File: src/rtl/ps2_pkg.sv
// Shared types and constants for the PS/2 event decoder.
// Holds the event record, the prefix FSM state type, the prefix byte values,
// the list of controller status bytes ignored in IDLE, and the modifier codes.
package ps2_pkg;

    // Decoded key event as stored in the event FIFO.
    typedef struct packed {
        logic       ext;
        logic       brk;
        logic [7:0] code;
    } ps2_evt_t;

    typedef enum logic [2:0] {
        StIdle,
        StGotE0,
        StGotF0,
        StGotE0F0,
        StSkip
    } ps2_state_e;

    localparam logic [7:0] CodeE0 = 8'hE0;
    localparam logic [7:0] CodeE1 = 8'hE1;
    localparam logic [7:0] CodeF0 = 8'hF0;

    // Modifier scan codes (set 2).
    localparam logic [7:0] CodeLshift = 8'h12;
    localparam logic [7:0] CodeRshift = 8'h59;
    localparam logic [7:0] CodeCtrl   = 8'h14;
    localparam logic [7:0] CodeAlt    = 8'h11;

    // Bit positions inside mods = {alt, ctrl, rshift, lshift}.
    localparam int unsigned ModLshift = 0;
    localparam int unsigned ModRshift = 1;
    localparam int unsigned ModCtrl   = 2;
    localparam int unsigned ModAlt    = 3;

    // Keyboard status/acknowledge bytes that never start an event.
    function automatic logic is_drop_code(input logic [7:0] b);
        case (b)
            8'h00, 8'hAA, 8'hEE, 8'hFA, 8'hFE, 8'hFF: is_drop_code = 1'b1;
            default:                                  is_drop_code = 1'b0;
        endcase
    endfunction

    function automatic logic is_prefix(input logic [7:0] b);
        is_prefix = (b == CodeE0) || (b == CodeE1) || (b == CodeF0);
    endfunction

endpackage

File: src/rtl/ps2_evt_fifo.sv
// Event FIFO for the PS/2 decoder.
// Ports:
//   clk, rst        rising-edge clock, synchronous active-high reset
//   push, push_data write request and event to store
//   push_drop       pulses when a push is refused because the FIFO is full
//   evt_valid       head entry present
//   evt_ready       consumer takes the head entry (pop when evt_valid=1)
//   head            head entry, forced to zero while empty
//   count           current occupancy, 0..DEPTH
module ps2_evt_fifo
    import ps2_pkg::*;
#(
    parameter int unsigned DEPTH = 8
) (
    input  logic                     clk,
    input  logic                     rst,
    input  logic                     push,
    input  ps2_evt_t                 push_data,
    output logic                     push_drop,
    output logic                     evt_valid,
    input  logic                     evt_ready,
    output ps2_evt_t                 head,
    output logic [$clog2(DEPTH):0]   count
);

    localparam int unsigned AW = $clog2(DEPTH);
    localparam logic [AW:0] Full = (AW + 1)'(DEPTH);

    logic [AW-1:0] wptr_q, wptr_d;
    logic [AW-1:0] rptr_q, rptr_d;
    logic [AW:0]   count_q, count_d;
    ps2_evt_t      mem_q [DEPTH];

    logic pop;
    logic push_ok;

    assign pop     = (count_q != '0) && evt_ready;
    // A full FIFO still takes a write when the head leaves in the same cycle.
    assign push_ok = push && ((count_q < Full) || pop);

    always_comb begin
        wptr_d  = wptr_q;
        rptr_d  = rptr_q;
        count_d = count_q;
        if (push_ok) begin
            wptr_d = wptr_q + AW'(1);
        end
        if (pop) begin
            rptr_d = rptr_q + AW'(1);
        end
        if (push_ok && !pop) begin
            count_d = count_q + (AW + 1)'(1);
        end else if (!push_ok && pop) begin
            count_d = count_q - (AW + 1)'(1);
        end
    end

    always_ff @(posedge clk) begin
        if (rst) begin
            wptr_q  <= '0;
            rptr_q  <= '0;
            count_q <= '0;
        end else begin
            wptr_q  <= wptr_d;
            rptr_q  <= rptr_d;
            count_q <= count_d;
        end
    end

    // Storage needs no reset: the head is masked while the FIFO is empty.
    always_ff @(posedge clk) begin
        if (!rst && push_ok) begin
            mem_q[wptr_q] <= push_data;
        end
    end

    assign evt_valid = (count_q != '0);
    assign head      = evt_valid ? mem_q[rptr_q] : '0;
    assign push_drop = push && !push_ok;
    assign count     = count_q;

endmodule

File: src/rtl/ps2_event_decoder.sv
// PS/2 scan-code set 2 event decoder.
// Turns a stream of received bytes into key events {code, ext, brk}, tracks
// modifier state and queues events in a FIFO.
// Ports:
//   clk, rst                          clock, synchronous active-high reset
//   byte_valid, byte_data, byte_err   received byte strobe, value, error flag
//   evt_valid, evt_ready              FIFO head handshake
//   evt_code, evt_ext, evt_brk        FIFO head event
//   mods                              {alt, ctrl, rshift, lshift}
//   overflow                          sticky: an event was dropped on a full FIFO
//   err_cnt                           saturating count of error bytes
//   fifo_count                        FIFO occupancy
module ps2_event_decoder
    import ps2_pkg::*;
#(
    parameter int unsigned DEPTH    = 8,
    parameter int unsigned SKIP_LEN = 7
) (
    input  logic                     clk,
    input  logic                     rst,
    input  logic                     byte_valid,
    input  logic [7:0]               byte_data,
    input  logic                     byte_err,
    output logic                     evt_valid,
    input  logic                     evt_ready,
    output logic [7:0]               evt_code,
    output logic                     evt_ext,
    output logic                     evt_brk,
    output logic [3:0]               mods,
    output logic                     overflow,
    output logic [7:0]               err_cnt,
    output logic [$clog2(DEPTH):0]   fifo_count
);

    localparam int unsigned SkipW = (SKIP_LEN > 1) ? $clog2(SKIP_LEN + 1) : 1;

    ps2_state_e       state_q, state_d;
    logic [SkipW-1:0] skip_q, skip_d;
    logic [7:0]       err_cnt_q, err_cnt_d;
    logic [3:0]       mods_q, mods_d;
    logic             overflow_q, overflow_d;

    logic     byte_ok;
    logic     byte_bad;
    logic     skip_last;
    logic     evt_push;
    ps2_evt_t evt_new;
    ps2_evt_t evt_head;
    logic     push_drop;

    assign byte_ok   = byte_valid && !byte_err;
    assign byte_bad  = byte_valid && byte_err;
    assign skip_last = (skip_q <= SkipW'(1));

    // State register.
    always_ff @(posedge clk) begin
        if (rst) begin
            state_q    <= StIdle;
            skip_q     <= '0;
            err_cnt_q  <= '0;
            mods_q     <= '0;
            overflow_q <= 1'b0;
        end else begin
            state_q    <= state_d;
            skip_q     <= skip_d;
            err_cnt_q  <= err_cnt_d;
            mods_q     <= mods_d;
            overflow_q <= overflow_d;
        end
    end

    // Next-state logic.
    always_comb begin
        state_d = state_q;
        skip_d  = skip_q;
        if (byte_bad) begin
            state_d = StIdle;
            skip_d  = '0;
        end else if (byte_ok) begin
            unique case (state_q)
                StIdle: begin
                    if (byte_data == CodeE0) begin
                        state_d = StGotE0;
                    end else if (byte_data == CodeF0) begin
                        state_d = StGotF0;
                    end else if (byte_data == CodeE1) begin
                        state_d = StSkip;
                        skip_d  = SkipW'(SKIP_LEN);
                    end
                end
                StGotE0: begin
                    state_d = (byte_data == CodeF0) ? StGotE0F0 : StIdle;
                end
                StGotF0, StGotE0F0: begin
                    state_d = StIdle;
                end
                StSkip: begin
                    if (skip_last) begin
                        state_d = StIdle;
                        skip_d  = '0;
                    end else begin
                        skip_d = skip_q - SkipW'(1);
                    end
                end
                default: begin
                    state_d = StIdle;
                    skip_d  = '0;
                end
            endcase
        end
    end

    // Output logic: event generation, modifiers, error and overflow tracking.
    always_comb begin
        evt_push   = 1'b0;
        evt_new    = '0;
        mods_d     = mods_q;
        err_cnt_d  = err_cnt_q;
        overflow_d = overflow_q | push_drop;

        if (byte_bad && (err_cnt_q != 8'hFF)) begin
            err_cnt_d = err_cnt_q + 8'd1;
        end

        if (byte_ok) begin
            unique case (state_q)
                StIdle: begin
                    if (!is_prefix(byte_data) && !is_drop_code(byte_data)) begin
                        evt_push = 1'b1;
                        evt_new  = '{ext: 1'b0, brk: 1'b0, code: byte_data};
                    end
                end
                StGotE0: begin
                    if (byte_data != CodeF0) begin
                        evt_push = 1'b1;
                        evt_new  = '{ext: 1'b1, brk: 1'b0, code: byte_data};
                    end
                end
                StGotF0: begin
                    if (!is_prefix(byte_data)) begin
                        evt_push = 1'b1;
                        evt_new  = '{ext: 1'b0, brk: 1'b1, code: byte_data};
                    end
                end
                StGotE0F0: begin
                    if (!is_prefix(byte_data)) begin
                        evt_push = 1'b1;
                        evt_new  = '{ext: 1'b1, brk: 1'b1, code: byte_data};
                    end
                end
                StSkip: begin
                    // Pause/Break: report once when the skipped run ends.
                    if (skip_last) begin
                        evt_push = 1'b1;
                        evt_new  = '{ext: 1'b1, brk: 1'b0, code: CodeE1};
                    end
                end
                default: ;
            endcase
        end

        // Modifiers follow every completed event, whether or not the FIFO keeps it.
        if (evt_push) begin
            if (evt_new.code == CodeLshift && !evt_new.ext) begin
                mods_d[ModLshift] = !evt_new.brk;
            end
            if (evt_new.code == CodeRshift && !evt_new.ext) begin
                mods_d[ModRshift] = !evt_new.brk;
            end
            if (evt_new.code == CodeCtrl) begin
                mods_d[ModCtrl] = !evt_new.brk;
            end
            if (evt_new.code == CodeAlt) begin
                mods_d[ModAlt] = !evt_new.brk;
            end
        end
    end

    ps2_evt_fifo #(
        .DEPTH (DEPTH)
    ) u_fifo (
        .clk       (clk),
        .rst       (rst),
        .push      (evt_push),
        .push_data (evt_new),
        .push_drop (push_drop),
        .evt_valid (evt_valid),
        .evt_ready (evt_ready),
        .head      (evt_head),
        .count     (fifo_count)
    );

    assign evt_code = evt_head.code;
    assign evt_ext  = evt_head.ext;
    assign evt_brk  = evt_head.brk;
    assign mods     = mods_q;
    assign overflow = overflow_q;
    assign err_cnt  = err_cnt_q;

endmodule

File: config.mk
export PLATFORM = sky130hd
export DESIGN_NAME = ps2_event_decoder
export DESIGN_NICKNAME = d
export VERILOG_FILES = /design/src/rtl/ps2_pkg.sv /design/src/rtl/ps2_evt_fifo.sv /design/src/rtl/ps2_event_decoder.sv
export SDC_FILE = /design/constraint.sdc
export NUM_CORES = 1
export LEC_CHECK = 0
export CORE_ASPECT_RATIO = 0.75
export CORE_MARGIN = 1
export CORE_UTILIZATION = 40
export CTS_BUF_LIST = sky130_fd_sc_hd__clkbuf_16
export CTS_CLUSTER_DIAMETER = 200
export CTS_CLUSTER_SIZE = 10
export DETAILED_ROUTE_END_ITERATION = 8
export GPL_TIMING_DRIVEN = 0
export PLACE_DENSITY_LB_ADDON = 0.12
export SLEW_MARGIN = 20
export SYNTH_ARGS = -nofsm -noshare
export SYNTH_HDL_FRONTEND = slang
export SYNTH_SLANG_ARGS = --single-unit
File: constraint.sdc
create_clock -name clk -period 3.7 [get_ports clk]
set_input_delay 0.74 -clock clk [delete_from_list [all_inputs] [get_ports clk]]
set_output_delay 0.74 -clock clk [all_outputs]
set_load 0.05 [all_outputs]
==> run_summary.xml, run 1 <==
<?xml version="1.0" encoding="UTF-8"?>
<metrics>
  <group name="cts">
    <metric name="ctsLongestPathBuffers" unit="">2</metric>
    <metric name="cts_root_buf" unit="">sky130_fd_sc_hd__clkbuf_16</metric>
    <metric name="cts.sinks" unit="">112</metric>
    <metric name="clock_tree.htree_level_count" unit="">3</metric>
    <metric name="cts_tree" unit="">yes</metric>
  </group>
  <group name="final_timing">
    <metric name="setup_violations" unit="">0</metric>
    <metric name="totalNegativeSetupSlack" unit="ps">0</metric>
    <metric name="slew_violations" unit="">0</metric>
    <metric name="final.setup.worst_slack" unit="ps">145</metric>
    <metric name="fin_clk_skew" unit="ps">6.86</metric>
    <metric name="period_needed" unit="ps">3560</metric>
    <metric name="slew-limit-headroom" unit="%">30.4</metric>
    <metric name="worst_pin_slew" unit="ps">1040</metric>
    <metric name="max_freq" unit="GHz">0.281</metric>
    <metric name="timing_hold_violations_final" unit="">0</metric>
    <metric name="final.hold.worst_slack" unit="ps">470</metric>
    <metric name="grt_setup_unrepaired" unit="">false</metric>
  </group>
  <group name="floorplanning">
    <metric name="n_tap_cell" unit="">166</metric>
    <metric name="core" unit="mm^2">0.0123</metric>
    <metric name="row_count" unit="">35</metric>
    <metric name="io-pin-count" unit="">41</metric>
    <metric name="chipArea" unit="mm^2">0.0131</metric>
    <metric name="core_util_floorplan" unit="%">41.1</metric>
  </group>
  <group name="place">
    <metric name="place_hpwl" unit="mm">7.66</metric>
    <metric name="placement.cell_area" unit="mm^2">0.00572</metric>
  </group>
  <group name="finish">
    <metric name="non_clock_inverter_count" unit="">11</metric>
    <metric name="layout.cells.most_common" unit="">sky130_fd_sc_hd__edfxtp_1</metric>
    <metric name="post-route-util" unit="%">49.2</metric>
    <metric name="mostFrequentLayoutCells" unit="">sky130_fd_sc_hd__edfxtp_1 (80), sky130_fd_sc_hd__nor2_1 (41), sky130_fd_sc_hd__clkdlybuf4s50_1 (33)</metric>
    <metric name="layoutNonFillerInstCount" unit="">602</metric>
    <metric name="fill_cells" unit="">1093</metric>
    <metric name="seq_area" unit="mm^2">0.00304</metric>
    <metric name="non_clk_buf_share" unit="%">8.88</metric>
    <metric name="dominant-cell-class" unit="">registers</metric>
    <metric name="final_nets" unit="">453</metric>
    <metric name="clk_share" unit="%">4.42</metric>
    <metric name="number_of_flip_flops_under_the_largest_register_name" unit="">80</metric>
    <metric name="num-multi-input-gates" unit="">237</metric>
    <metric name="n_antenna_cell" unit="">0</metric>
    <metric name="drive_gt1_share" unit="%">16.3</metric>
    <metric name="largest_register" unit="">u_fifo.mem_q</metric>
    <metric name="num-nonclk-buffers" unit="">60</metric>
    <metric name="comb_area_share" unit="%">32.3</metric>
  </group>
  <group name="power">
    <metric name="power.share.combinational" unit="%">32.2</metric>
    <metric name="final_total_power" unit="mW">3.38</metric>
    <metric name="swShare" unit="%">33.8</metric>
    <metric name="power.leakage" unit="nW">2.06</metric>
    <metric name="power.density" unit="mW/mm^2">558</metric>
    <metric name="power.sequential.total" unit="mW">1.41</metric>
    <metric name="power_leader" unit="">registers</metric>
    <metric name="power.sequential.fraction" unit="%">41.9</metric>
    <metric name="clk-power" unit="mW">0.878</metric>
    <metric name="vdd.ir_drop.worst" unit="mV">0.334</metric>
  </group>
  <group name="worst_setup_path">
    <metric name="setup.worst_path.end" unit="">u_fifo.count[3]</metric>
    <metric name="timing.critical_path.from" unit="">byte_data[4]</metric>
    <metric name="slowest_stage" unit="">sky130_fd_sc_hd__clkdlybuf4s50_1</metric>
    <metric name="reg2reg_from" unit="">skip_q[0]</metric>
    <metric name="crit_required" unit="ps">3980</metric>
    <metric name="timing.critical_path.fanout_max" unit="">10</metric>
    <metric name="critical_path.cell_chain" unit="">clkdlybuf4s50_1, clkbuf_2, a211o_4, o21ai_2, o31ai_4, and2_1, ha_1, inv_1, ha_1, a21o_1, a21oi_1, xnor2_1, or3_1, a21oi_1</metric>
    <metric name="critical_path_buf_inv_count" unit="">3</metric>
    <metric name="worst_r2r_endpoint" unit="">u_fifo.count[3]</metric>
    <metric name="timing.critical_path.from_type" unit="">input pin</metric>
    <metric name="r2r_slack" unit="ps">430</metric>
    <metric name="critical_path.top_delay_family" unit="">AND-OR/OR-AND gates</metric>
    <metric name="worstSetupEndpointType" unit="">flop</metric>
    <metric name="critical_path_depth" unit="">14</metric>
  </group>
  <group name="synth">
    <metric name="synth-main-ff-cell" unit="">sky130_fd_sc_hd__edfxtp_1</metric>
    <metric name="postSynthRegisterBits" unit="">112</metric>
    <metric name="netlist_area" unit="mm^2">0.00505</metric>
    <metric name="yosysMostFrequentCell" unit="">sky130_fd_sc_hd__edfxtp_1</metric>
    <metric name="postSynthSeqShare" unit="%">60.2</metric>
    <metric name="mappedNetlistNets" unit="">397</metric>
    <metric name="synth-edff-count" unit="">80</metric>
    <metric name="yosys-top-cells-count" unit="">sky130_fd_sc_hd__edfxtp_1 (80), sky130_fd_sc_hd__nor2_1 (45), sky130_fd_sc_hd__dfxtp_1 (32)</metric>
    <metric name="netlist.top_cell.by_area" unit="">sky130_fd_sc_hd__edfxtp_1</metric>
    <metric name="ys.warnings.count" unit="">0</metric>
    <metric name="yosysTopAreaCellShare" unit="%">47.5</metric>
    <metric name="avgSynthCellArea" unit="um^2">13.5</metric>
    <metric name="yosys-stat-cells" unit="">375</metric>
  </group>
  <group name="routing">
    <metric name="met1Wirelength" unit="mm">5.69</metric>
    <metric name="drt-initial-drc-count" unit="">223</metric>
    <metric name="met3_routed_wl" unit="um">387</metric>
    <metric name="dr.max_layer_used" unit="">met4</metric>
    <metric name="route.vias.total" unit="">3209</metric>
    <metric name="wl" unit="mm">10.9</metric>
    <metric name="drtPass1Iterations" unit="">4</metric>
    <metric name="routedWlPerCell" unit="um">18.2</metric>
  </group>
  <group name="outcome">
    <metric name="status" unit="">complete, no violations</metric>
  </group>
  <group name="worst_hold_path">
    <metric name="worstHoldPathType" unit="">reg -&gt; reg</metric>
    <metric name="whs_path_depth" unit="">2</metric>
    <metric name="hold_path_end" unit="">overflow</metric>
  </group>
  <group name="grt">
    <metric name="grt_pass1_wl" unit="mm">17.6</metric>
    <metric name="grt_antenna_before_repair" unit="">0</metric>
    <metric name="grt-ovfl-total" unit="">0</metric>
    <metric name="grt_use_total" unit="%">17.9</metric>
  </group>
  <group name="flow_run">
    <metric name="warning_count" unit="">27</metric>
    <metric name="max_cap_viol_count" unit="">0</metric>
  </group>
</metrics>
==> run 1: cell families (layout without fill, tap and decap cells) <==
| logic type | after synthesis | count (layout) | share of synthesized area [%] |
|---|---|---|---|
| AOI/OAI and AO/OA | 59 | 59 | 8.37 |
| xor gates and xnor gates | 10 | 10 | 1.73 |
| adders and majority gates | 9 | 9 | 2.38 |
| buffers and inverters | 26 | 87 | 2.30 |
| DFF | 112 | 112 | 60.2 |
| muxes | 37 | 37 | 12.3 |
| and+or+nand+nor | 122 | 122 | 12.7 |
==> run 1: routing by layer <==
metal / global-route usage (%) / up-vias
li1: - / 1542
met1: 26.4 / 1597
met2: 27.3 / 63
met3: 3.72 / 7
met4: 4.03 / 0
met5: 0 / -
run_1/sizes.png
The bar under the picture is 50 um long.
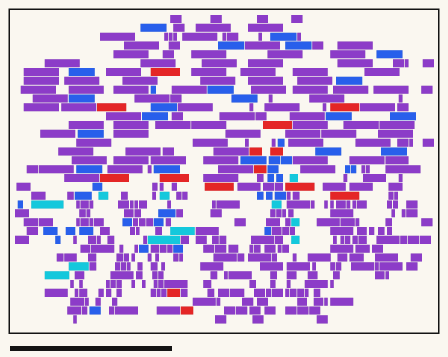
legend:
  purple:
    size: _0 and _1 cells
    cells: 365
    share: 84%
  cyan:
    size: _3 and _4 cells
    cells: 11
    share: 2.5%
  blue:
    size: _2 cells
    cells: 46
    share: 11%
  red:
    size: _6 and larger
    cells: 14
    share: 3.2%
final std cell area, no fill: 0.00606 mm^2
Syn-to-layout area delta: 19.9%

run_1/detail.png
Region (84, 10) to (114, 40) um. Cells in grey, sequential cells in the stronger grey; small squares are vias.
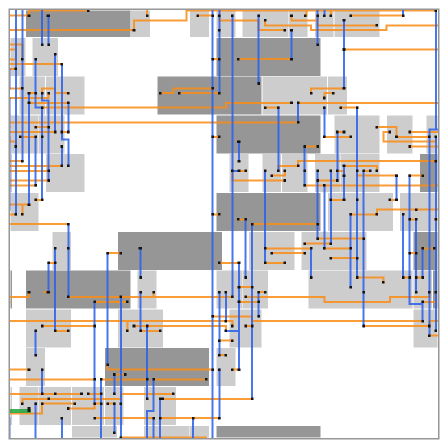
legend:
  blue:
    layer: metal 2
  orange:
    layer: metal 1
  green:
    layer: metal 3
sequential cells in the window: 8
most frequent: nor2_1 (10), dfxtp_1 (8), xor2_1 (5)
cells with their middle in the window: 53
netlist names of flops here include: `err_cnt` (4)

run_1/clocks.png
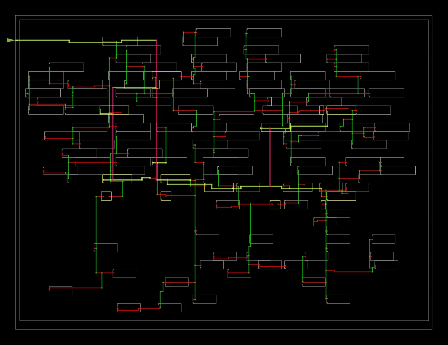
number of CTS-inserted buffers: 9
layout sequential cell count: 112

run_1/clk_routes.png
The bar under the picture is 50 um long.
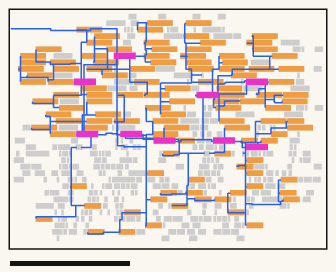
legend:
  orange:
    item: flip-flops
    count: 112
  blue:
    item: clock wires
    length: 1260 um
  magenta:
    item: clock drivers
    count: 9
flops lie: spread over the die
share of total power in the clock network: 26.0%
Clock Latency Late Sink: 340 ps

## Run 2: what changed since run 1
--- a/config.mk
+++ b/config.mk
@@ -7,14 +7,13 @@
 export LEC_CHECK = 0
 export CORE_ASPECT_RATIO = 0.75
 export CORE_MARGIN = 1
-export CORE_UTILIZATION = 40
+export CORE_UTILIZATION = 45
 export CTS_BUF_LIST = sky130_fd_sc_hd__clkbuf_16
 export CTS_CLUSTER_DIAMETER = 200
 export CTS_CLUSTER_SIZE = 10
 export DETAILED_ROUTE_END_ITERATION = 8
 export GPL_TIMING_DRIVEN = 0
 export PLACE_DENSITY_LB_ADDON = 0.12
-export SLEW_MARGIN = 20
 export SYNTH_ARGS = -nofsm -noshare
 export SYNTH_HDL_FRONTEND = slang
 export SYNTH_SLANG_ARGS = --single-unit
run_2/detail.png
Region (78, 8) to (108, 38) um. Cells in grey, sequential cells in the stronger grey; small squares are vias.
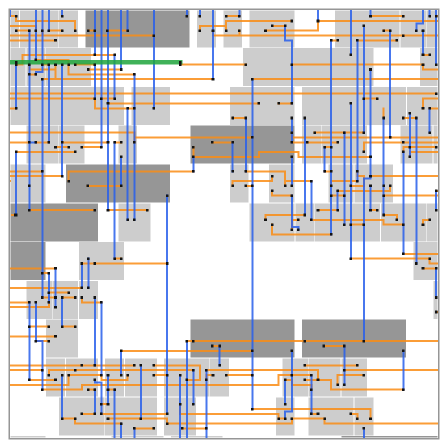
legend:
  orange:
    layer: metal 1
  blue:
    layer: metal 2
  green:
    layer: metal 3
cells with their middle in the window: 59
netlist names of flops here include: `err_cnt` (3), `u_fifo.wptr_q` (2)
sequential cells in the window: 6
most frequent: nor2_1 (11), xor2_1 (6), dfxtp_1 (6)

==> run 2 against run 1 <==
- hold slack improved by 12 ps
- cell area decreased by 0.62%
- clock skew increased by 4.8 ps
- synthesized cell count unchanged
- first-iteration DRC count increased by 1.3%
- combinational power about the same
- count of clock-buffer cells in the layout unchanged
- wire length decreased by 1.1%
- clock power decreased by 0.6%
- via count increased by 0.56%
- setup slack improved by 23 ps
- largest cell class unchanged
- largest power group unchanged
- highest routed layer unchanged
==> run_summary.xml, run 2 <==
<?xml version="1.0" encoding="UTF-8"?>
<metrics>
  <group name="final_timing">
    <metric name="slew-limit-headroom" unit="%">23.9</metric>
    <metric name="max_freq" unit="GHz">0.283</metric>
    <metric name="worst_pin_slew" unit="ps">1140</metric>
    <metric name="totalNegativeSetupSlack" unit="ps">0</metric>
    <metric name="min_period_over_period" unit="%">95.5</metric>
    <metric name="slew_violations" unit="">0</metric>
    <metric name="final.setup.worst_slack" unit="ps">168</metric>
    <metric name="setup_violations" unit="">0</metric>
    <metric name="fin_clk_skew" unit="ps">11.6</metric>
    <metric name="timing_hold_violations_final" unit="">0</metric>
    <metric name="grt_setup_unrepaired" unit="">false</metric>
    <metric name="final.hold.worst_slack" unit="ps">483</metric>
    <metric name="period_needed" unit="ps">3530</metric>
  </group>
  <group name="routing">
    <metric name="route.vias.total" unit="">3227</metric>
    <metric name="drt-initial-drc-count" unit="">226</metric>
    <metric name="routedWlPerCell" unit="um">18.8</metric>
    <metric name="ant_nets" unit="">0</metric>
    <metric name="met3_routed_wl" unit="um">499</metric>
    <metric name="detailroute.wirelength.met2" unit="mm">5.07</metric>
    <metric name="viasPerCell" unit="">5.60</metric>
    <metric name="dr.max_layer_used" unit="">met4</metric>
    <metric name="met1Wirelength" unit="mm">5.12</metric>
    <metric name="drtPass1Iterations" unit="">4</metric>
    <metric name="wl" unit="mm">10.8</metric>
    <metric name="post-route-drc-count" unit="">0</metric>
  </group>
  <group name="finish">
    <metric name="mostFrequentLayoutCells" unit="">sky130_fd_sc_hd__edfxtp_1 (80), sky130_fd_sc_hd__nor2_1 (44), sky130_fd_sc_hd__clkdlybuf4s50_1 (33)</metric>
    <metric name="post-route-util" unit="%">55.0</metric>
    <metric name="number_of_flip_flops_under_the_largest_register_name" unit="">80</metric>
    <metric name="layout.cell_area.non_filler" unit="mm^2">0.00602</metric>
    <metric name="n_antenna_cell" unit="">0</metric>
    <metric name="largest_register" unit="">u_fifo.mem_q</metric>
    <metric name="logic_area" unit="mm^2">0.00196</metric>
    <metric name="syn_to_layout_area_delta" unit="%">19.1</metric>
    <metric name="drive_gt1_share" unit="%">15.1</metric>
    <metric name="layoutNonFillerInstCount" unit="">576</metric>
    <metric name="layout.cells.most_common" unit="">sky130_fd_sc_hd__edfxtp_1</metric>
    <metric name="seq_area" unit="mm^2">0.00304</metric>
    <metric name="fill_cells" unit="">890</metric>
    <metric name="final_nets" unit="">453</metric>
  </group>
  <group name="floorplanning">
    <metric name="chipArea" unit="mm^2">0.0117</metric>
    <metric name="core_util_floorplan" unit="%">46.2</metric>
    <metric name="row_count" unit="">33</metric>
    <metric name="core" unit="mm^2">0.0109</metric>
    <metric name="die-width" unit="um">124</metric>
    <metric name="io-pin-count" unit="">41</metric>
  </group>
  <group name="synth">
    <metric name="mappedNetlistNets" unit="">397</metric>
    <metric name="netlist_area" unit="mm^2">0.00505</metric>
    <metric name="synthesis.instances" unit="">375</metric>
    <metric name="postSynthRegisterBits" unit="">112</metric>
    <metric name="synth-edff-count" unit="">80</metric>
    <metric name="yosys-top-cells-count" unit="">sky130_fd_sc_hd__edfxtp_1 (80), sky130_fd_sc_hd__nor2_1 (45), sky130_fd_sc_hd__dfxtp_1 (32)</metric>
    <metric name="ys_async_sr_fraction" unit="%">0</metric>
    <metric name="postSynthSeqShare" unit="%">60.2</metric>
    <metric name="aoi_share" unit="%">8.37</metric>
    <metric name="dominant_non_sequential_cell_family_after_synthesis" unit="">simple AND/OR/NAND/NOR gates</metric>
    <metric name="post_synth_and_or_nand_nor_area_fraction" unit="%">12.7</metric>
    <metric name="synth.yosys.chip_area" unit="mm^2">0.00505</metric>
    <metric name="yosys-stat-cells" unit="">375</metric>
    <metric name="netlist.top_cell.by_area" unit="">sky130_fd_sc_hd__edfxtp_1</metric>
    <metric name="yosysTopAreaCellShare" unit="%">47.5</metric>
    <metric name="synth.area.mux_share" unit="%">12.3</metric>
    <metric name="yosysMostFrequentCell" unit="">sky130_fd_sc_hd__edfxtp_1</metric>
    <metric name="yosys.area_share.adder" unit="%">2.38</metric>
    <metric name="avgSynthCellArea" unit="um^2">13.5</metric>
    <metric name="netlist-cell-type-count" unit="">53</metric>
    <metric name="ys_sh_xor" unit="%">1.73</metric>
    <metric name="synth-main-ff-cell" unit="">sky130_fd_sc_hd__edfxtp_1</metric>
    <metric name="ys.warnings.count" unit="">0</metric>
  </group>
  <group name="power">
    <metric name="vdd.ir_drop.worst" unit="mV">0.316</metric>
    <metric name="final_total_power" unit="mW">3.37</metric>
    <metric name="power.leakage" unit="nW">2.06</metric>
    <metric name="power.density" unit="mW/mm^2">560</metric>
  </group>
  <group name="flow_run">
    <metric name="warning_count" unit="">27</metric>
    <metric name="max_cap_viol_count" unit="">0</metric>
  </group>
  <group name="place">
    <metric name="place_ws" unit="ps">-578</metric>
    <metric name="placement.cell_area" unit="mm^2">0.00567</metric>
    <metric name="placedCellCount" unit="">557</metric>
    <metric name="port_buffers" unit="">39</metric>
    <metric name="place_hpwl" unit="mm">7.34</metric>
    <metric name="place.gp.congestion" unit="">0.856</metric>
  </group>
  <group name="grt">
    <metric name="grt_pass1_wl" unit="mm">17.0</metric>
    <metric name="grt_antenna_before_repair" unit="">0</metric>
    <metric name="grt_util_met1" unit="%">26.9</metric>
    <metric name="global_route.usage.met3" unit="%">4.16</metric>
    <metric name="global_route_layer_with_the_greatest_usage" unit="">met2</metric>
    <metric name="grt-ovfl-total" unit="">0</metric>
    <metric name="grt_max_degree" unit="">18</metric>
    <metric name="global_route.usage.met2" unit="%">31.8</metric>
    <metric name="grt_pass1_vias" unit="">3128</metric>
    <metric name="grt_use_total" unit="%">19.7</metric>
  </group>
  <group name="worst_setup_path">
    <metric name="critical_path.cell_chain" unit="">clkdlybuf4s50_1, buf_2, a211o_4, o21ai_4, o31ai_4, and2_1, ha_1, inv_1, ha_1, a21o_1, a21oi_1, xnor2_1, or3_1, a21oi_1</metric>
    <metric name="timing.critical_path.from_type" unit="">input pin</metric>
    <metric name="worst-setup-path-type" unit="">in -&gt; reg</metric>
    <metric name="worstSetupEndpointType" unit="">flop</metric>
    <metric name="timing.critical_path.from" unit="">byte_data[4]</metric>
    <metric name="reg2reg_from" unit="">skip_q[0]</metric>
    <metric name="slowest_stage" unit="">sky130_fd_sc_hd__clkdlybuf4s50_1</metric>
    <metric name="critical_path_buf_inv_count" unit="">3</metric>
    <metric name="critical_path_depth" unit="">14</metric>
    <metric name="r2r_slack" unit="ps">460</metric>
    <metric name="critical_path.top_delay_family" unit="">AND-OR/OR-AND gates</metric>
    <metric name="setup.worst_path.end" unit="">u_fifo.count[3]</metric>
    <metric name="timing.critical_path.fanout_max" unit="">10</metric>
    <metric name="worst_r2r_endpoint" unit="">u_fifo.count[3]</metric>
    <metric name="timing.reg2reg.worst_path_depth" unit="">14</metric>
    <metric name="crit_required" unit="ps">3980</metric>
  </group>
  <group name="worst_hold_path">
    <metric name="whs_path_depth" unit="">2</metric>
    <metric name="hold_start" unit="">mods[1]</metric>
    <metric name="worstHoldPathType" unit="">reg -&gt; reg</metric>
    <metric name="hold_path_end" unit="">mods[1]</metric>
  </group>
  <group name="cts">
    <metric name="clock_tree.htree_level_count" unit="">3</metric>
    <metric name="cts.sinks" unit="">112</metric>
    <metric name="cts_root_buf" unit="">sky130_fd_sc_hd__clkbuf_16</metric>
    <metric name="clkTransAtPathRegs" unit="ps">70</metric>
    <metric name="cts-buffers-inserted" unit="">9</metric>
    <metric name="cts_tree" unit="">yes</metric>
    <metric name="ctsLongestPathBuffers" unit="">2</metric>
    <metric name="insertion_delay" unit="ps">350</metric>
  </group>
  <group name="outcome">
    <metric name="status" unit="">complete, no violations</metric>
  </group>
</metrics>
run_2/sizes.png
The bar under the picture is 20 um long.
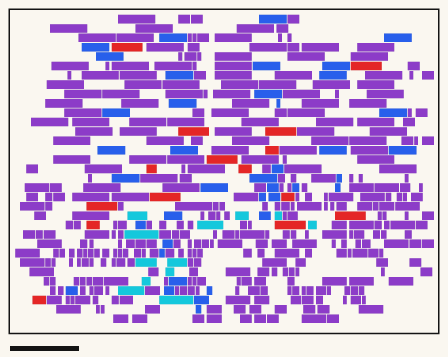
legend:
  blue:
    size: _2 cells
    cells: 39
    share: 8.9%
  cyan:
    size: _3 and _4 cells
    cells: 12
    share: 2.8%
  purple:
    size: _0 and _1 cells
    cells: 370
    share: 85%
  red:
    size: _6 and larger
    cells: 15
    share: 3.4%

-- run 2: cell type report --
type / count / share of cell area (%)
buffer: 15 / 1.29
clock buffer: 9 / 3.74
clock inverter: 7 / 0.561
inverter: 11 / 0.686
multi-input combinational: 237 / 32.6
sequential: 112 / 50.6
tap: 140 / 2.91
timing repair buffer: 45 / 7.67
-- run 2: cells by family after synthesis --
logic type,after synthesis
and+or+nand+nor,122
DFF,112
adders and majority gates,9
muxes,37
buffers and inverters,26
xor gates and xnor gates,10
AOI/OAI and AO/OA,59
-- run 2: power breakdown --
group	switching [mW]	internal, mW
combinational	0.675	0.409
sequential	0.0374	1.38
clock	0.424	0.449
-- run 2: what timing repair did --
action,4_1_cts,5_1_grt
pin swaps,1,2
hold buffers,0,0
endpoints found under the setup margin,41,21
gates resized,5,14
setup buffers,0,3
## Run 3: what changed since run 2
--- a/config.mk
+++ b/config.mk
@@ -14,6 +14,7 @@
 export DETAILED_ROUTE_END_ITERATION = 8
 export GPL_TIMING_DRIVEN = 0
 export PLACE_DENSITY_LB_ADDON = 0.12
+export SETUP_SLACK_MARGIN = 0.3
 export SYNTH_ARGS = -nofsm -noshare
 export SYNTH_HDL_FRONTEND = slang
 export SYNTH_SLANG_ARGS = --single-unit
run_3/detail.png
Region (78, 8) to (108, 38) um. Cells in grey, sequential cells in the stronger grey; small squares are vias.
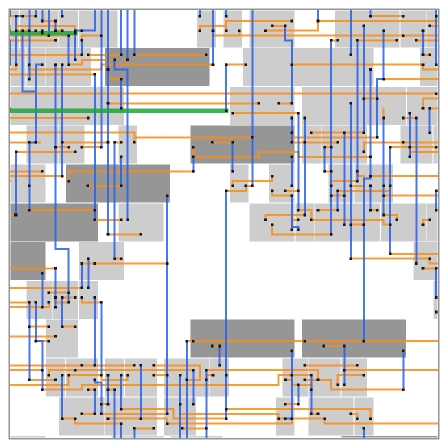
legend:
  orange:
    layer: metal 1
  green:
    layer: metal 3
  blue:
    layer: metal 2
cells with their middle in the window: 59
netlist names of flops here include: `err_cnt` (3), `u_fifo.wptr_q` (2)
sequential cells in the window: 6
most frequent: nor2_1 (11), xor2_1 (6), dfxtp_1 (6)

==> run 3 against run 2 <==
- utilization increased by 0.26 points
- sequential power about the same
- hold slack hardly changed
==> run_summary.xml, run 3 <==
<?xml version="1.0" encoding="UTF-8"?>
<metrics>
  <group name="synth">
    <metric name="aoi_share" unit="%">8.37</metric>
    <metric name="netlist_area" unit="mm^2">0.00505</metric>
    <metric name="synthesis.instances" unit="">375</metric>
    <metric name="mappedNetlistNets" unit="">397</metric>
    <metric name="ys_sh_xor" unit="%">1.73</metric>
    <metric name="netlist.top_cell.by_area" unit="">sky130_fd_sc_hd__edfxtp_1</metric>
    <metric name="avgSynthCellArea" unit="um^2">13.5</metric>
    <metric name="yosysTopAreaCellShare" unit="%">47.5</metric>
    <metric name="dominant_non_sequential_cell_family_after_synthesis" unit="">simple AND/OR/NAND/NOR gates</metric>
    <metric name="netlist-cell-type-count" unit="">53</metric>
    <metric name="ys.warnings.count" unit="">0</metric>
    <metric name="post_synth_and_or_nand_nor_area_fraction" unit="%">12.7</metric>
    <metric name="synth-edff-count" unit="">80</metric>
    <metric name="yosysMostFrequentCell" unit="">sky130_fd_sc_hd__edfxtp_1</metric>
    <metric name="yosys-stat-cells" unit="">375</metric>
    <metric name="postSynthRegisterBits" unit="">112</metric>
    <metric name="postSynthSeqShare" unit="%">60.2</metric>
    <metric name="synth.area.mux_share" unit="%">12.3</metric>
  </group>
  <group name="finish">
    <metric name="number_of_flip_flops_under_the_largest_register_name" unit="">80</metric>
    <metric name="fill_cells" unit="">888</metric>
    <metric name="drive_gt1_share" unit="%">17.4</metric>
    <metric name="n_antenna_cell" unit="">0</metric>
    <metric name="mostFrequentLayoutCells" unit="">sky130_fd_sc_hd__edfxtp_1 (80), sky130_fd_sc_hd__nor2_1 (44), sky130_fd_sc_hd__dfxtp_1 (32)</metric>
    <metric name="layoutNonFillerInstCount" unit="">577</metric>
    <metric name="syn_to_layout_area_delta" unit="%">19.7</metric>
    <metric name="final_nets" unit="">454</metric>
    <metric name="largest_register" unit="">u_fifo.mem_q</metric>
    <metric name="logic_area" unit="mm^2">0.00199</metric>
  </group>
  <group name="outcome">
    <metric name="status" unit="">complete, no violations</metric>
  </group>
  <group name="worst_setup_path">
    <metric name="critical_path.cell_chain" unit="">clkdlybuf4s50_1, nand2b_1, buf_2, a21o_2, nor2_4, and2_4, ha_1, inv_2, ha_1, a21o_1, a21oi_1, xnor2_1, or3_1, a21oi_1</metric>
    <metric name="slowest_stage" unit="">sky130_fd_sc_hd__clkdlybuf4s50_1</metric>
    <metric name="r2r_slack" unit="ps">550</metric>
    <metric name="worst-setup-path-type" unit="">in -&gt; reg</metric>
    <metric name="critical_path_depth" unit="">14</metric>
    <metric name="crit_required" unit="ps">3980</metric>
    <metric name="timing.reg2reg.worst_path_depth" unit="">8</metric>
    <metric name="worst_r2r_endpoint" unit="">u_fifo.mem_q[6][5]</metric>
    <metric name="reg2reg_from" unit="">skip_q[0]</metric>
    <metric name="timing.critical_path.fanout_max" unit="">10</metric>
    <metric name="critical_path_buf_inv_count" unit="">3</metric>
    <metric name="timing.critical_path.from" unit="">byte_err</metric>
    <metric name="worstSetupEndpointType" unit="">flop</metric>
  </group>
  <group name="power">
    <metric name="final_total_power" unit="mW">3.37</metric>
    <metric name="power.share.combinational" unit="%">32.3</metric>
    <metric name="power_leader" unit="">registers</metric>
    <metric name="pwr.group.combinational" unit="mW">1.09</metric>
    <metric name="power.sequential.fraction" unit="%">41.9</metric>
    <metric name="swShare" unit="%">33.6</metric>
    <metric name="power.density" unit="mW/mm^2">558</metric>
    <metric name="netSwitchingPower" unit="mW">1.13</metric>
    <metric name="power.leakage" unit="nW">2.06</metric>
  </group>
  <group name="cts">
    <metric name="cts.sinks" unit="">112</metric>
    <metric name="holdBufCountCts" unit="">0</metric>
    <metric name="cts.repair_timing.setup_buffer_count" unit="">2</metric>
    <metric name="cts_repair_resize_count" unit="">20</metric>
    <metric name="cts_tree" unit="">yes</metric>
    <metric name="clkTransAtPathRegs" unit="ps">70</metric>
    <metric name="cts_root_buf" unit="">sky130_fd_sc_hd__clkbuf_16</metric>
    <metric name="cts-buffers-inserted" unit="">9</metric>
  </group>
  <group name="final_timing">
    <metric name="totalNegativeSetupSlack" unit="ps">0</metric>
    <metric name="setup_violations" unit="">0</metric>
    <metric name="slew-limit-headroom" unit="%">22.1</metric>
    <metric name="fin_clk_skew" unit="ps">12.1</metric>
    <metric name="grt_setup_unrepaired" unit="">true</metric>
    <metric name="slew_violations" unit="">0</metric>
    <metric name="final.setup.worst_slack" unit="ps">390</metric>
    <metric name="timing_hold_violations_final" unit="">0</metric>
    <metric name="period_needed" unit="ps">3310</metric>
    <metric name="worst_pin_slew" unit="ps">1160</metric>
  </group>
  <group name="place">
    <metric name="place_ws" unit="ps">-578</metric>
    <metric name="placedCellCount" unit="">557</metric>
    <metric name="port_buffers" unit="">39</metric>
    <metric name="placement.cell_area" unit="mm^2">0.00567</metric>
    <metric name="place_hpwl" unit="mm">7.34</metric>
  </group>
  <group name="routing">
    <metric name="routedWlPerCell" unit="um">18.8</metric>
    <metric name="ant_nets" unit="">0</metric>
    <metric name="route.vias.total" unit="">3262</metric>
    <metric name="drtPass1Iterations" unit="">5</metric>
    <metric name="post-route-drc-count" unit="">0</metric>
    <metric name="viasPerCell" unit="">5.65</metric>
    <metric name="drt-initial-drc-count" unit="">222</metric>
    <metric name="wl" unit="mm">10.9</metric>
  </group>
  <group name="grt">
    <metric name="grt-ovfl-total" unit="">0</metric>
    <metric name="grt_max_degree" unit="">18</metric>
    <metric name="grt_pass1_wl" unit="mm">17.0</metric>
    <metric name="grt_use_total" unit="%">19.8</metric>
  </group>
  <group name="floorplanning">
    <metric name="core" unit="mm^2">0.0109</metric>
    <metric name="core_util_floorplan" unit="%">46.2</metric>
    <metric name="chipArea" unit="mm^2">0.0117</metric>
    <metric name="io-pin-count" unit="">41</metric>
  </group>
  <group name="flow_run">
    <metric name="max_cap_viol_count" unit="">0</metric>
    <metric name="warning_count" unit="">29</metric>
  </group>
  <group name="worst_hold_path">
    <metric name="hold_start" unit="">mods[1]</metric>
    <metric name="worstHoldPathType" unit="">reg -&gt; reg</metric>
    <metric name="hold_path_end" unit="">mods[1]</metric>
    <metric name="whs_path_depth" unit="">2</metric>
  </group>
</metrics>
run_3/flops_by_reg.png
The bar under the picture is 20 um long. Other sequential cells in the stronger grey, the rest of the logic in the fainter grey.
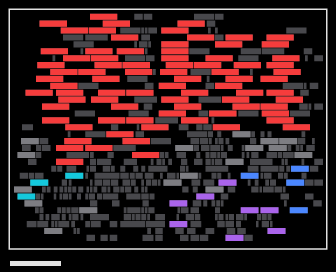
legend:
  red:
    name_in_the_netlist: `u_fifo.mem_q`
    placed_flops: 80
  blue:
    name_in_the_netlist: `u_fifo.count`
    placed_flops: 4
  cyan:
    name_in_the_netlist: `state_q`
    placed_flops: 3
  purple:
    name_in_the_netlist: `err_cnt`
    placed_flops: 8
post-layout util: 55.3%
Flop+latch power: 1.42 mW
total area of sequential cells: 0.00304 mm^2
Seq area share: 50.3%

-- run 3: cell counts after synthesis --
No cell type changed its count.
-- run 3: cell type report --
type,instances,share of cell area [%]
clock inverters,7,0.559
inverters,11,0.683
clock buffers,9,3.72
plain buffers,15,1.49
flip-flops and latches,112,50.3
multi-input cells,237,32.8
well taps,140,2.90
repair buffers,46,7.49
-- run 3: logic make-up (layout without fill, tap and decap cells) --
family          count (synthesis)  after routing
buf+inv                        26             88
flops                         112            112
xor+xnor                       10             10
fa+ha+maj                       9              9
compound gates                 59             59
mux                            37             37
simple gates                  122            122
-- run 3: routing by layer --
layer / GRT usage (%) / share of wire (%) / up-vias
met1: 26.9 / 48 / 1610
met4: 6.02 / 1.5 / 0
met5: 0 / 0 / -
li1: - / - / 1546
met2: 32.0 / 47 / 91
met3: 4.16 / 4.1 / 15
Power is estimated from default activity; no workload was simulated.
